Figure 1. Layout detail (run 1).
Bar = 5 um. Window x 48 to 68, y 48 to 68 um. Cells in gray, sequential cells in the stronger gray; small squares are vias.
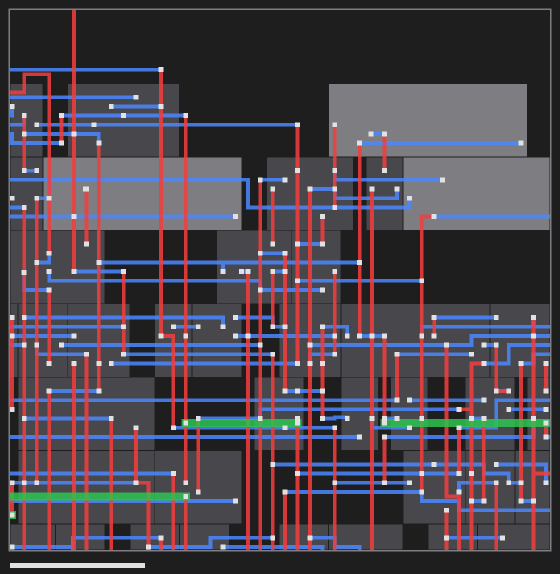
Figure 2. Routed metal per tile (run 1).
15 x 15 tiles, from white (low) to dark blue (high), scaled to the fullest tile. Values are wire area over tile area, all layers added.
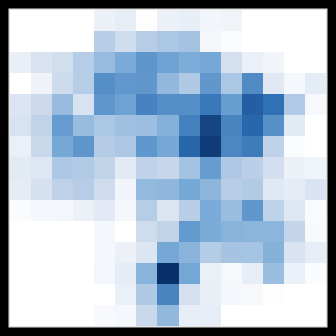
Figure 3. Metal layers overlaid (run 1).
Bar = 20 um. Only two layers are drawn.
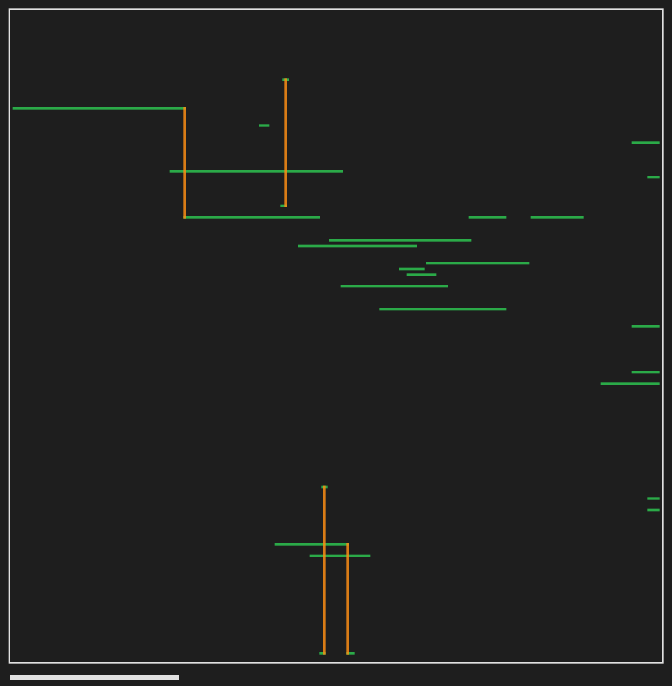
Figure 4. Routing congestion (run 1).
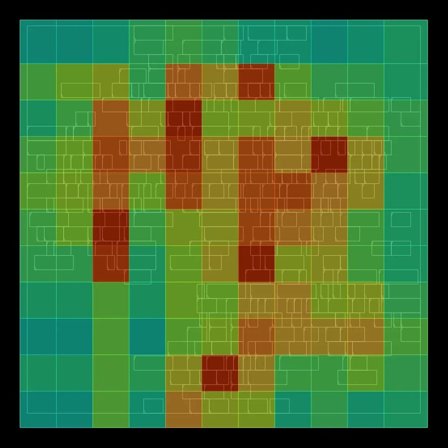
[src/rtl/motor_drive_ramp.sv]
// rtl/motor_drive_ramp.sv - duty ramp FSM with per-wheel PWM and H-bridge direction outputs
module motor_drive_ramp #(
  parameter int PWM_BITS  = 8,
  parameter int RAMP_DIV  = 1000,
  parameter int DUTY_STEP = 4,
  parameter int DUTY_MAX  = 200,
  parameter int TURN_DUTY = 128
) (
  input  logic                clkin,
  input  logic                reset_n,
  input  logic [6:0]          direction,
  input  logic                start_acc,
  input  logic                start_dec,
  output logic                accelerated,
  output logic                decelerated,
  output logic                pwm_left,
  output logic                pwm_right,
  output logic                dir_left,
  output logic                dir_right,
  output logic [PWM_BITS-1:0] duty
);

  localparam int PRE_W = (RAMP_DIV > 1) ? $clog2(RAMP_DIV) : 1;
  localparam logic [PRE_W-1:0]    PRE_LAST = PRE_W'(RAMP_DIV - 1);
  localparam logic [PWM_BITS-1:0] DMAX     = PWM_BITS'(DUTY_MAX);
  localparam logic [PWM_BITS-1:0] DSTEP    = PWM_BITS'(DUTY_STEP);
  localparam logic [PWM_BITS-1:0] TDUTY    = PWM_BITS'(TURN_DUTY);

  localparam logic [6:0] DIR_FORWARD  = 7'b0000001;
  localparam logic [6:0] DIR_BACKWARD = 7'b0000100;
  localparam logic [6:0] DIR_LEFT     = 7'b0001000;
  localparam logic [6:0] DIR_RIGHT    = 7'b0010000;
  localparam logic [6:0] DIR_ACC      = 7'b0100000;
  localparam logic [6:0] DIR_DEC      = 7'b1000000;

  typedef enum logic [1:0] {
    HOLD      = 2'd0,
    RAMP_UP   = 2'd1,
    RAMP_DOWN = 2'd2
  } ramp_state_t;

  ramp_state_t         state;
  logic [PRE_W-1:0]    presc;
  logic [PWM_BITS-1:0] pwm_cnt;
  logic                done_up;
  logic                done_dn;

  logic [31:0]         up_sum;
  logic [PWM_BITS-1:0] duty_up;
  logic [PWM_BITS-1:0] duty_dn;
  logic                step_now;
  logic                at_max;
  logic                at_zero;
  logic                acc_fire;
  logic                dec_fire;
  logic [PWM_BITS-1:0] eff;
  logic                dir_l_next;
  logic                dir_r_next;

  // Saturating step arithmetic done 32 bits wide so neither direction can wrap.
  always_comb begin
    up_sum   = 32'(duty) + 32'(DUTY_STEP);
    duty_up  = (up_sum >= 32'(DUTY_MAX)) ? DMAX : up_sum[PWM_BITS-1:0];
    duty_dn  = (32'(duty) <= 32'(DUTY_STEP)) ? '0 : duty - DSTEP;
    step_now = (presc == PRE_LAST);
    at_max   = (duty == DMAX);
    at_zero  = (duty == '0);
  end

  // Completion pulses: either one cycle after the final step, or immediately
  // when a request arrives in HOLD that is already satisfied. Dec has priority.
  always_comb begin
    dec_fire = done_dn | ((state == HOLD) & start_dec & at_zero);
    acc_fire = ~dec_fire &
               (done_up | ((state == HOLD) & ~start_dec & start_acc & at_max));
  end

  always_comb begin
    eff        = '0;
    dir_l_next = 1'b1;
    dir_r_next = 1'b1;
    case (direction)
      DIR_FORWARD, DIR_ACC, DIR_DEC: eff = duty;
      DIR_BACKWARD: begin
        eff        = duty;
        dir_l_next = 1'b0;
        dir_r_next = 1'b0;
      end
      DIR_LEFT: begin
        eff        = TDUTY;
        dir_l_next = 1'b0;
      end
      DIR_RIGHT: begin
        eff        = TDUTY;
        dir_r_next = 1'b0;
      end
      default: eff = '0;
    endcase
  end

  always_ff @(posedge clkin) begin
    if (!reset_n) begin
      state       <= HOLD;
      duty        <= '0;
      presc       <= '0;
      pwm_cnt     <= '0;
      done_up     <= 1'b0;
      done_dn     <= 1'b0;
      accelerated <= 1'b0;
      decelerated <= 1'b0;
      pwm_left    <= 1'b0;
      pwm_right   <= 1'b0;
      dir_left    <= 1'b1;
      dir_right   <= 1'b1;
    end else begin
      pwm_cnt     <= pwm_cnt + 1'b1;
      pwm_left    <= (pwm_cnt < eff);
      pwm_right   <= (pwm_cnt < eff);
      dir_left    <= dir_l_next;
      dir_right   <= dir_r_next;
      accelerated <= acc_fire;
      decelerated <= dec_fire;
      done_up     <= 1'b0;
      done_dn     <= 1'b0;

      case (state)
        HOLD: begin
          if (start_dec) begin
            if (!at_zero) begin
              state <= RAMP_DOWN;
              presc <= '0;
            end
          end else if (start_acc && !at_max) begin
            state <= RAMP_UP;
            presc <= '0;
          end
        end

        RAMP_UP: begin
          if (start_dec) begin
            state <= RAMP_DOWN;
            presc <= '0;
          end else if (step_now) begin
            presc <= '0;
            duty  <= duty_up;
            if (duty_up == DMAX) begin
              state   <= HOLD;
              done_up <= 1'b1;
            end
          end else begin
            presc <= presc + 1'b1;
          end
        end

        RAMP_DOWN: begin
          if (start_acc && !start_dec) begin
            state <= RAMP_UP;
            presc <= '0;
          end else if (step_now) begin
            presc <= '0;
            duty  <= duty_dn;
            if (duty_dn == '0) begin
              state   <= HOLD;
              done_dn <= 1'b1;
            end
          end else begin
            presc <= presc + 1'b1;
          end
        end

        default: begin
          state <= HOLD;
          presc <= '0;
        end
      endcase
    end
  end

endmodule
[config.mk]
export PLATFORM = sky130hd
export DESIGN_NAME = motor_drive_ramp
export DESIGN_NICKNAME = d
export VERILOG_FILES = /design/src/rtl/motor_drive_ramp.sv
export SDC_FILE = /design/constraint.sdc
export NUM_CORES = 1
export LEC_CHECK = 0
export ABC_AREA = 0
export CORE_UTILIZATION = 40
export CTS_CLUSTER_SIZE = 12
export DETAILED_ROUTE_END_ITERATION = 8
export PLACE_DENSITY = 0.69
export RECOVER_POWER = 50
export SLEW_MARGIN = 20
export SYNTH_ARGS = -nofsm -noshare
export SYNTH_HDL_FRONTEND = slang
export SYNTH_SLANG_ARGS = --single-unit
[constraint.sdc]
create_clock -name clkin -period 5.5 [get_ports clkin]
set_input_delay 0.55 -clock clkin [delete_from_list [all_inputs] [get_ports clkin]]
set_output_delay 0.55 -clock clkin [all_outputs]
set_load 0.1 [all_outputs]
==> deck_impl_summary.md, run 1 <==
Synthesis and Place & Route Summary

Power and ir drop
  • Flop pwr share: 0.324
  • Top power group: combinational cells
  • Power share of the combinational group: 0.459
  • P_leak: 0.957 nW
  • Sequential power: 0.000318 W
  • Sw power: 0.000425 W
  • Clk. pwr: 0.000213 W
  • VDD IR max: 0.192 mV
  • Total power after layout: 0.000981 W
  • Combinational gate power: 0.000450 W
  • P_int: 0.000556 W
  • Switching share of power: 0.433
  • Clk pwr share: 0.217
  • Pwr per Cell Area: 374 nW/um^2

Synth
  • Most numerous cell in the Yosys netlist: dfxtp_1
  • Top cells by count, synth: 35 x dfxtp_1, 31 x nor2_1, 19 x ha_1
  • Seq share, synth: 0.309
  • Post-synth top flop: dfxtp_1
  • Mapped Area: 2270 um^2
  • Count of library flops with an enable pin: 0
  • Cell total in the yosys stat output: 271
  • Syn_nets: 301
  • Async SR Flop Fraction: 0
  • Unique cell type count in the Yosys netlist: 59
  • Syn Inst Count: 271
  • Cell area leaders: dfxtp_1 31%, ha_1 10%, xor2_1 5.4%
  • Share of the synthesized area in the top cell type: 0.309
  • Yosys stat area: 2270 um^2
  • Avg Synthesized Cell Area: 8.36 um^2
  • Post-synth top area cell: dfxtp_1

Detailed routing
  • Met1 wire length: 2410 um
  • DR WL met3: 178 um
  • Met2 wire len: 2370 um
  • DR vias/cell: 5.54
  • Post-DRT Antenna Nets: 0
  • Top Metal Used: met4
  • Number of detailed-route iterations in the first pass: 4
  • # DRC: 0
  • 1st-iter DRT viols: 181

Global route
  • First-pass GRT wire length: 8530 um
  • Largest net degree at the start of global routing: 20
  • Total grt overflow: 0
  • Initial antenna violation count: 0
  • Number of global-route vias before repair: 1919

Clocking
  • Root Buffer: clkbuf_8
  • Post-CTS Setup Bufs: 0
  • H-tree levels: 2
  • Clock slew at reported path FFs: 0.08 ns
  • Post-CTS Resized: 0
  • CTS Sinks: 35
  • CTS tree: yes
  • Cts bufs inserted: 5
  • Hold buffers post-CTS: 0
  • Clk buf depth: 2
  • Worst-Skew Late Latency: 0.30 ns

Setup path
  • Buf+Inv Stages, Crit Path: 1
  • Setup CP Type: input pin to register
  • Critical Path Sink Type: register
  • Flop2flop setup slack: 2.42 ns
  • Max Fanout on Critical Path: 7
  • Arrival time at the worst endpoint: 3.37 ns
  • Crit path DRT: 5.68 ns
  • Most frequent CP cell: o21ai_0
  • R2R depth: 7
  • Levels on crit path: 11
  • Worst-path cell chain: clkdlybuf4s50_1 -> or4b_2 -> o311ai_0 -> and2_1 -> nand2_1 -> ha_1 -> o21ai_0 -> a31oi_1 -> o21ai_0 -> a21oi_1 -> a2111oi_0
  • Worst reg2reg startpoint: duty[2]$_SDFFE_PN0P_
  • Slowest Stage Delay on Critical Path: 0.60 ns
  • Slowest CP cell: or4b_2
  • Worst reg2reg path endpoint: state[0]$_SDFFE_PN0P_
  • Critical path destination: pwm_right$_SDFF_PN0_
  • Cell family with the largest share of critical-path delay: simple AND/OR/NAND/NOR gates

Timing
  • Final hold slack: 0.408 ns
  • Worst Max-Slew Pin Slew: 1.04 ns
  • Max Clock Freq: 313 MHz
  • RSZ-0062 raised after global routing: false
  • Rel. slew slack: 0.305
  • Max Slew Vio Count: 0
  • Fin. Hold Viols: 0
  • Final setup margin: 2.31 ns
  • Sum Neg Setup Slack: 0 ns
  • Setup violators final: 0

Status
  • Outcome: complete, no violations

Floorplanning
  • Chip width: 77.3 um
  • Core box area: 5470 um^2
  • Die height: 77.3 um
  • Die area: 5970 um^2
  • Top Ports: 25
  • Rows: 27
  • Initial Utilization: 0.414

Placed design
  • HPWL after DPL: 3610 um
  • Number of I/O port buffers: 24
  • GPL Wtd Cong: 0.895
  • Post-Place Cells: 352
  • Placement Setup Slack: 2.01 ns
  • Dpl cell area: 2520 um^2

Run
  • Log Warnings: 34
  • Maximum capacitance violations: 0

Cells and area
  • Cell Count, Final, Fillers Out: 360
  • Post-route cell area: 2620 um^2
  • Total Nets Final: 317
  • Most frequent cells in the layout: 35 x dfxtp_1, 31 x nor2_1, 19 x ha_1
  • Layout cells sized above 1: 0.0694
  • N_diodes: 0
  • Utilization after layout: 0.479
  • Largest registers: presc x10, duty x8, pwm_cnt x8
  • Commonest Layout Cell: dfxtp_1
  • Max FFs per register: 10
  • Area grow syn2layout: 15.7%

Min path
  • Worst Hold Class: register to register
  • Worst min-delay path startpoint: done_dn$_SDFF_PP0_
  • Worst Hold End: accelerated$_SDFF_PN0_
  • WHS Path Cells: 1
Back to the opening pictures, Figure 1:
M3: in green. M1: in blue. M2: in red.
Netlist names of flops here include `duty` (3). 28 logic cells have their middle in the window. Sequential cells in the window: 3.

Back to the opening pictures, Figure 2:
The mean over all tiles is 0.13. The fullest tile reaches 0.54. The emptiest ninth of the die: south-west.
Routed wire per std cell: 13.9 um
WL final: 5020 um

Back to the opening pictures, Figure 3:
M3: in green, wire length 179 um. M4: in orange, wire length 60.5 um.
GRT Total Usage: 0.177
via count: 1995

Back to the opening pictures, Figure 4:
met3 usage: 0.0369
GRT met1 Usage: 0.217
grt met2 use: 0.296
Most Used Layer, Global Route: met2

## run 1: kinds of logic (layout without fill, tap and decap cells)
family / count (synthesis) / after routing / synth area share
AND/OR/NAND/NOR: 114 / 114 / 0.270
AND-OR/OR-AND: 51 / 51 / 0.160
flip-flops: 35 / 35 / 0.309
buffers and inverters: 26 / 43 / 0.0513
XOR/XNOR: 23 / 23 / 0.0889
adder cells (fa/ha/maj): 19 / 19 / 0.105
multiplexers: 3 / 3 / 0.0155
## run 1: cell type report
type | count | area (um^2)
Fill cell | 541 | 2850
Timing Repair Buffer | 24 | 240
Multi-Input combinational cell | 210 | 1450
Clock buffer | 8 | 100
Inverter | 11 | 41.3
Tap cell | 72 | 90.1
Sequential cell | 35 | 701
Figure 5. Met1 routing (run 1).
Bar = 20 um.
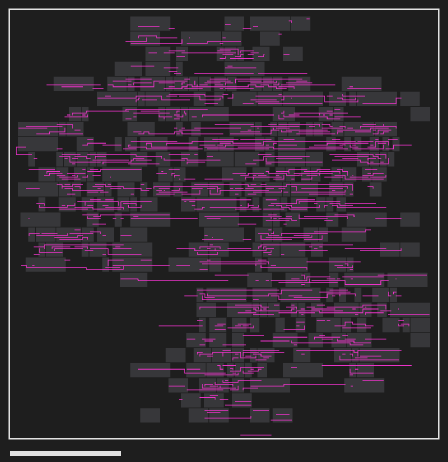

==> run 2: changes to the inputs <==
clock period = 3.13 ns   (was 5.5 ns; I/O delays follow)
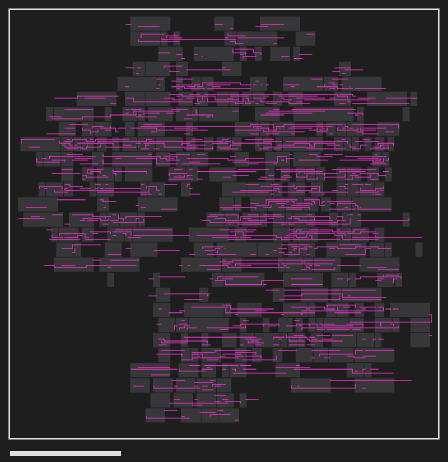
Figure 6: run 2, met1 routing.
Bar = 20 um.
The wires run mostly horizontal. 302 nets have wire on it.
GRT met1 Usage: 0.221
via count: 2041
WL final: 5080 um

==> deck_impl_summary.md, run 2 <==
Synthesis and Place & Route Summary

Setup path
  • Flop2flop setup slack: 0.31 ns (-2.11 ns)
  • Crit path DRT: 3.30 ns (-2.38 ns)
  • Critical Path Sink Type: register
  • Worst-path cell chain: clkdlybuf4s50_1 -> or4b_2 -> o311ai_0 -> and2_2 -> nand2_1 -> ha_1 -> nor3b_1 -> a31oi_1 -> o21ai_0 -> a21oi_1 -> a2111oi_0
  • Arrival time at the worst endpoint: 3.02 ns (-0.35 ns)
  • Critical path destination: pwm_right$_SDFF_PN0_
  • Slowest CP cell: or4b_2
  • Worst reg2reg startpoint: duty[2]$_SDFFE_PN0P_
  • Worst reg2reg path endpoint: state[0]$_SDFFE_PN0P_
  • Cell family with the largest share of critical-path delay: simple AND/OR/NAND/NOR gates
  • Slowest Stage Delay on Critical Path: 0.67 ns (+0.07 ns)
  • Setup CP Type: input pin to register
  • Max Fanout on Critical Path: 5 (-2)
  • Levels on crit path: 11 (unchanged)

Cells and area
  • Clk_buf instances: 6 (-2)
  • Layout sequential cell count: 35 (unchanged)
  • N_diodes: 0 (unchanged)
  • Area grow syn2layout: 16.7%
  • Logic area: 1440 um^2 (-0.60%)
  • Non-clk bufs: 33 (+38%)
  • Non-clock inverter count: 11 (unchanged)
  • Total Nets Final: 326 (+2.8%)
  • Reg area: 701 um^2 (unchanged)
  • Post-route cell area: 2640 um^2 (+0.86%)
  • Fill cell count: 548 (+1.3%)
  • Clock network share of area: 0.0445 (+0.00630)
  • Multi-In Gates: 210 (unchanged)
  • Layout cells sized above 1: 0.0943 (+0.0248)
  • Commonest Layout Cell: dfxtp_1
  • Sequential cell area share: 0.265 (-0.00228)
  • Max FFs per register: 10 (unchanged)
  • Most frequent cells in the layout: 35 x dfxtp_1, 31 x nor2_1, 19 x ha_1
  • Combinational share of cell area: 0.545 (-0.00802)
  • Cell Count, Final, Fillers Out: 369 (+2.5%)
  • Largest registers: presc x10, duty x8, pwm_cnt x8
  • Utilization after layout: 0.483 (+0.00412)

Timing
  • Max Clock Freq: 352 MHz
  • Setup violators final: 0 (unchanged)
  • Final hold slack: 0.420 ns (+0.0116 ns)
  • Final setup margin: 0.287 ns (-2.02 ns)
  • Worst Max-Slew Pin Slew: 1.18 ns (+0.143 ns)
  • Fin. Hold Viols: 0 (unchanged)
  • RSZ-0062 raised after global routing: false
  • Max Slew Vio Count: 0 (unchanged)
  • Rel. slew slack: 0.217 (-0.0888)
  • Sum Neg Setup Slack: 0 ns (unchanged)

Floorplanning
  • Die area: 5970 um^2 (unchanged)
  • Initial Utilization: 0.414 (unchanged)
  • Taps Inserted: 72 (unchanged)
  • Die height: 77.3 um (unchanged)
  • Chip width: 77.3 um (unchanged)
  • Top Ports: 25 (unchanged)

Synth
  • Yosys xor share: 0.0889 (unchanged)
  • Post-synth top area cell: dfxtp_1
  • Yosys simple share: 0.270 (unchanged)
  • Seq share, synth: 0.309 (unchanged)
  • Syn_nets: 301 (unchanged)
  • Top cells by count, synth: 35 x dfxtp_1, 31 x nor2_1, 19 x ha_1
  • Unique cell type count in the Yosys netlist: 59 (unchanged)
  • Cell area leaders: dfxtp_1 31%, ha_1 10%, xor2_1 5.4%
  • Count of library flops with an enable pin: 0 (unchanged)
  • Most numerous cell in the Yosys netlist: dfxtp_1
  • Avg Synthesized Cell Area: 8.36 um^2 (unchanged)
  • Mux area share: 0.0155 (unchanged)
  • Share of the synthesized area in the top cell type: 0.309 (unchanged)
  • Comb area leader: simple AND/OR/NAND/NOR gates
  • Post-synth top flop: dfxtp_1
  • AO/OA Area Share: 0.160 (unchanged)
  • Yosys stat area: 2270 um^2 (unchanged)
  • Cell total in the yosys stat output: 271 (unchanged)
  • Async SR Flop Fraction: 0 (unchanged)
  • Mapped Area: 2270 um^2 (unchanged)
  • Synth Area in Adders: 0.105 (unchanged)

Placed design
  • Placement Setup Slack: -0.0413 ns (-2.05 ns)
  • Dpl cell area: 2570 um^2 (+1.9%)
  • Number of I/O port buffers: 24 (unchanged)
  • GPL Wtd Cong: 0.884 (-1.3%)
  • Post-Place Cells: 361 (+2.6%)
  • HPWL after DPL: 3730 um (+3.4%)

Status
  • Outcome: complete, no violations

Global route
  • First-pass GRT wire length: 8720 um (+2.3%)
  • Total grt overflow: 0 (unchanged)
  • Largest net degree at the start of global routing: 13 (-35%)
  • Number of global-route vias before repair: 1958 (+2.0%)

Clocking
  • Cts bufs inserted: 5 (unchanged)
  • Worst-Skew Late Latency: 0.28 ns (-0.02 ns)
  • Clock slew at reported path FFs: 0.07 ns (about the same)
  • Post-CTS Resized: 0 (unchanged)
  • CTS Sinks: 35 (unchanged)
  • Hold buffers post-CTS: 0 (unchanged)
  • Root Buffer: clkbuf_8
  • Clk buf depth: 2 (unchanged)
  • Post-CTS Setup Bufs: 0 (unchanged)
  • CTS tree: yes
  • H-tree levels: 2 (unchanged)

Min path
  • Worst min-delay path startpoint: done_dn$_SDFF_PP0_
  • Worst Hold End: accelerated$_SDFF_PN0_
  • Worst Hold Class: register to register
  • WHS Path Cells: 1 (unchanged)

Detailed routing
  • 1st-iter DRT viols: 130 (-28%)
  • Number of detailed-route iterations in the first pass: 5 (+1)
  • # DRC: 0 (unchanged)
  • Post-DRT Antenna Nets: 0 (unchanged)
  • DR vias/cell: 5.53 (-0.19%)

Run
  • Log Warnings: 34 (unchanged)
  • Maximum capacitance violations: 0 (unchanged)

Power and ir drop
  • Pwr per Cell Area: 677 nW/um^2 (+81%)
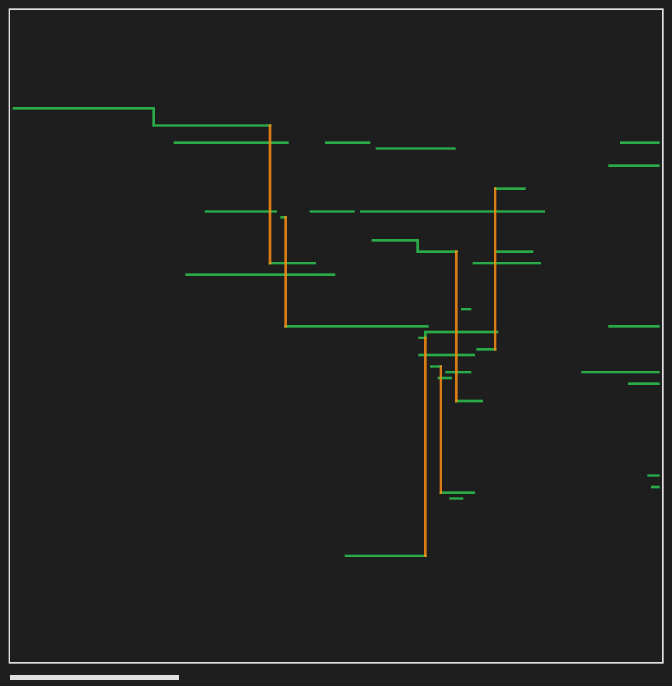
Figure 7: run 2, metal layers overlaid.
Bar = 20 um. Only two layers are drawn.
M4: in orange, wire length 107 um. M3: in green, wire length 234 um.
Routed wire per std cell: 13.8 um
GRT Total Usage: 0.180

run 2: cell types whose count changed in the layout (fill, tap and decap cells not counted), moves of 2 or more:
cell	change
clkbuf_1	+8
buf_4	+7
dlygate4sd3_1	-6
clkdlybuf4s50_1	-2
run 2: report_power, final:
| part | switching [W] | total [W] | internal [W] | leakage [nW] |
|---|---|---|---|---|
| combinational | 0.000527 | 0.000820 | 0.000293 | 0.639 |
| sequential | 0.0000569 | 0.000545 | 0.000488 | 0.284 |
| clock | 0.000166 | 0.000424 | 0.000258 | 0.0612 |
| total | 0.000750 | 0.00179 | 0.00104 | 0.984 |
run 2: metal layers:
metal  wire, um  vias to the layer above  global-route usage
met4        106                        0              0.0717
met1       2380                      948               0.221
met3        233                       12              0.0405
met2       2350                       48               0.301
li1           -                     1033                   -
met5          0                        -                   0
Figure 8. Layout detail (run 2).
Bar = 5 um. Window x 48 to 68, y 48 to 68 um. Cells in gray, sequential cells in the stronger gray; small squares are vias.
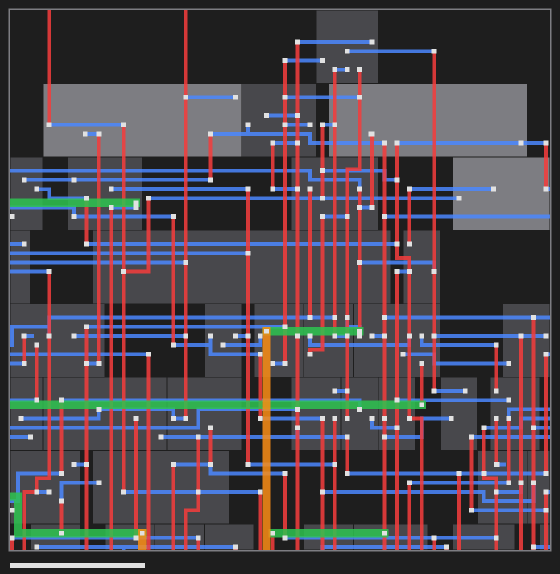

==> run 3: changes to the inputs <==
--- a/config.mk
+++ b/config.mk
@@ -11,2 +11,4 @@
 export DETAILED_ROUTE_END_ITERATION = 8
+export GPL_ROUTABILITY_DRIVEN = 0
+export HOLD_SLACK_MARGIN = 0.05
 export PLACE_DENSITY = 0.69
==> constraint.sdc (replaced) <==
create_clock -name clkin -period 3.13 [get_ports clkin]
set_input_delay 0.939 -clock clkin [delete_from_list [all_inputs] [get_ports clkin]]
set_output_delay 0.939 -clock clkin [all_outputs]
set_load 0.1 [all_outputs]
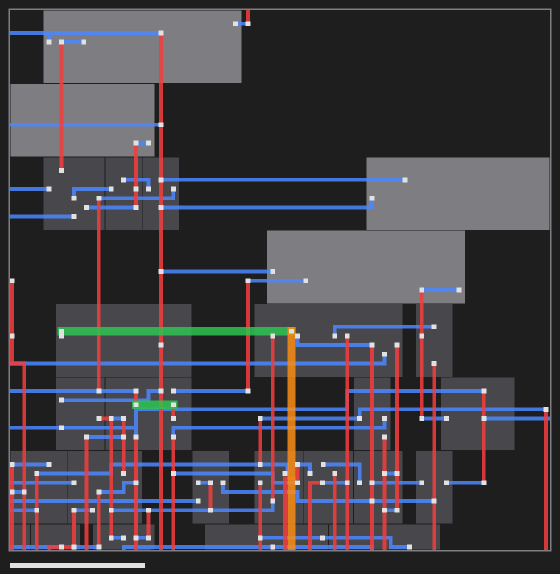
Figure 9: run 3, layout detail.
Bar = 5 um. Window x 48 to 68, y 48 to 68 um. Cells in gray, sequential cells in the stronger gray; small squares are vias.
M2: in red. M4: in orange. M1: in blue. M3: in green.
21 logic cells have their middle in the window. Sequential cells in the window: 4. Most frequent: dfxtp_1 (4), nor2_1 (3).

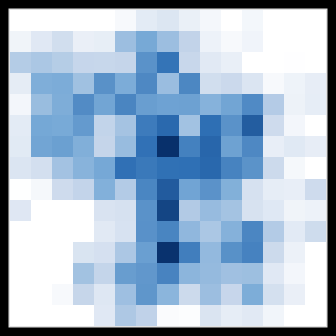
Figure 10: run 3, routed metal per tile.
15 x 15 tiles, from white (low) to dark blue (high), scaled to the fullest tile. Values are wire area over tile area, all layers added.
The fullest tile reaches 0.50. The mean over all tiles is 0.14. The emptiest ninth of the die: south-west.
WL final: 5520 um
GRT Total Usage: 0.198
Routed wire per std cell: 14.4 um
via count: 2103

==> deck_impl_summary.md, run 3 <==
Synthesis and Place & Route Summary

Detailed routing
  • DR vias/cell: 5.48 (-0.99%)
  • Met2 wire len: 2570 um (+9.3%)
  • Met1 wire length: 2670 um (+12%)
  • Top Metal Used: met4
  • Number of detailed-route iterations in the first pass: 4 (-1)
  • DR WL met3: 187 um (-20%)
  • 1st-iter DRT viols: 122 (-6.2%)

Floorplanning
  • Top Ports: 25 (unchanged)
  • Die height: 77.3 um (unchanged)
  • Chip width: 77.3 um (unchanged)

Synth
  • Syn_nets: 301 (unchanged)
  • Avg Synthesized Cell Area: 8.36 um^2 (unchanged)
  • Unique cell type count in the Yosys netlist: 59 (unchanged)
  • Post-synth top area cell: dfxtp_1
  • Post-synth top flop: dfxtp_1
  • Count of library flops with an enable pin: 0 (unchanged)
  • Top cells by count, synth: 35 x dfxtp_1, 31 x nor2_1, 19 x ha_1
  • Most numerous cell in the Yosys netlist: dfxtp_1
  • Seq share, synth: 0.309 (unchanged)

Timing
  • Sum Neg Setup Slack: 0 ns (unchanged)
  • Setup violators final: 0 (unchanged)
  • RSZ-0062 raised after global routing: false
  • Rel. slew slack: 0.219 (+0.00212)
  • Fin. Hold Viols: 0 (unchanged)
  • Final setup margin: 0.142 ns (-0.145 ns)
  • Worst Max-Slew Pin Slew: 1.18 ns (-0.00319 ns)

Setup path
  • Critical Path Sink Type: register
  • Worst reg2reg path endpoint: state[0]$_SDFFE_PN0P_
  • Crit path DRT: 3.33 ns (+0.03 ns)
  • Setup CP Type: input pin to register
  • Arrival time at the worst endpoint: 3.18 ns (+0.16 ns)
  • Critical path destination: pwm_right$_SDFF_PN0_

Cells and area
  • Non-clk bufs: 48 (+45%)
  • Utilization after layout: 0.508 (+0.0251)
  • Combinational share of cell area: 0.541 (-0.00356)
  • Commonest Layout Cell: dfxtp_1
  • Multi-In Gates: 210 (unchanged)
  • Cell Count, Final, Fillers Out: 384 (+4.1%)
  • Layout cells sized above 1: 0.170 (+0.0756)
  • Logic area: 1510 um^2 (+4.5%)
  • Largest registers: presc x10, duty x8, pwm_cnt x8
  • Post-route cell area: 2780 um^2 (+5.2%)
  • N_diodes: 0 (unchanged)
  • Non-clock inverter count: 11 (unchanged)
  • Clock network share of area: 0.0373 (-0.00715)
  • Clk_buf instances: 7 (+1)
  • Layout sequential cell count: 35 (unchanged)
  • Fill cell count: 532 (-2.9%)
  • Area grow syn2layout: 22.7%
  • Max FFs per register: 10 (unchanged)
  • Sequential cell area share: 0.252 (-0.0127)

Clocking
  • Clock slew at reported path FFs: 0.07 ns (about the same)
  • Cts bufs inserted: 5 (unchanged)
  • H-tree levels: 2 (unchanged)
  • CTS tree: yes
  • Clk buf depth: 2 (unchanged)
  • Root Buffer: clkbuf_8
  • Post-CTS Resized: 11 (+11)
  • Post-CTS Setup Bufs: 6 (+6)

Placed design
  • Number of I/O port buffers: 24 (unchanged)
  • Dpl cell area: 2620 um^2 (+1.9%)
  • Placement Setup Slack: -0.575 ns (-0.533 ns)
  • HPWL after DPL: 3950 um (+5.8%)

Min path
  • Worst min-delay path startpoint: done_dn$_SDFF_PP0_
  • Worst Hold Class: register to register

Power and ir drop
  • Combinational gate power: 0.000857 W (+4.5%)
  • Sw power: 0.000767 W (+2.2%)
  • Clk pwr share: 0.207 (-0.030)
  • Flop pwr share: 0.311 (+0.006)
  • Switching share of power: 0.431 (+0.0116)

Global route
  • Met3 usage: 0.0464 (+0.00595)
  • First-pass GRT wire length: 9340 um (+7.1%)
  • Most Used Layer, Global Route: met2
  • Largest net degree at the start of global routing: 13 (unchanged)
  • GRT met1 Usage: 0.253 (+0.0318)
  • Total grt overflow: 0 (unchanged)
  • Number of global-route vias before repair: 2030 (+3.7%)

Status
  • Outcome: complete, no violations

Run
  • Maximum capacitance violations: 0 (unchanged)
==> run 3: cell counts after synthesis <==
Identical to the previous run, type by type.
==> run 3: worst max-delay path: stages <==
cell and delay, ns:
dlygate4sd2_1 0.28, or4b_4 0.56, o311ai_4 0.11, buf_4 0.16, buf_4 0.09, buf_4 0.10, buf_4 0.09, buf_4 0.09
buf_4 0.09, buf_4 0.09, a31oi_1 0.07, o21ai_1 0.14, a21oi_1 0.08, a2111oi_2 0.31
==> run 3: cell families after synthesis <==
group                    synth area share
adder cells (fa/ha/maj)             0.105
multiplexers                       0.0155
XOR/XNOR                           0.0889
AND/OR/NAND/NOR                     0.270
buffers and inverters              0.0513
flip-flops                          0.309
AND-OR/OR-AND                       0.160
Power figures rest on the tool's default switching activity, not on a simulated workload.
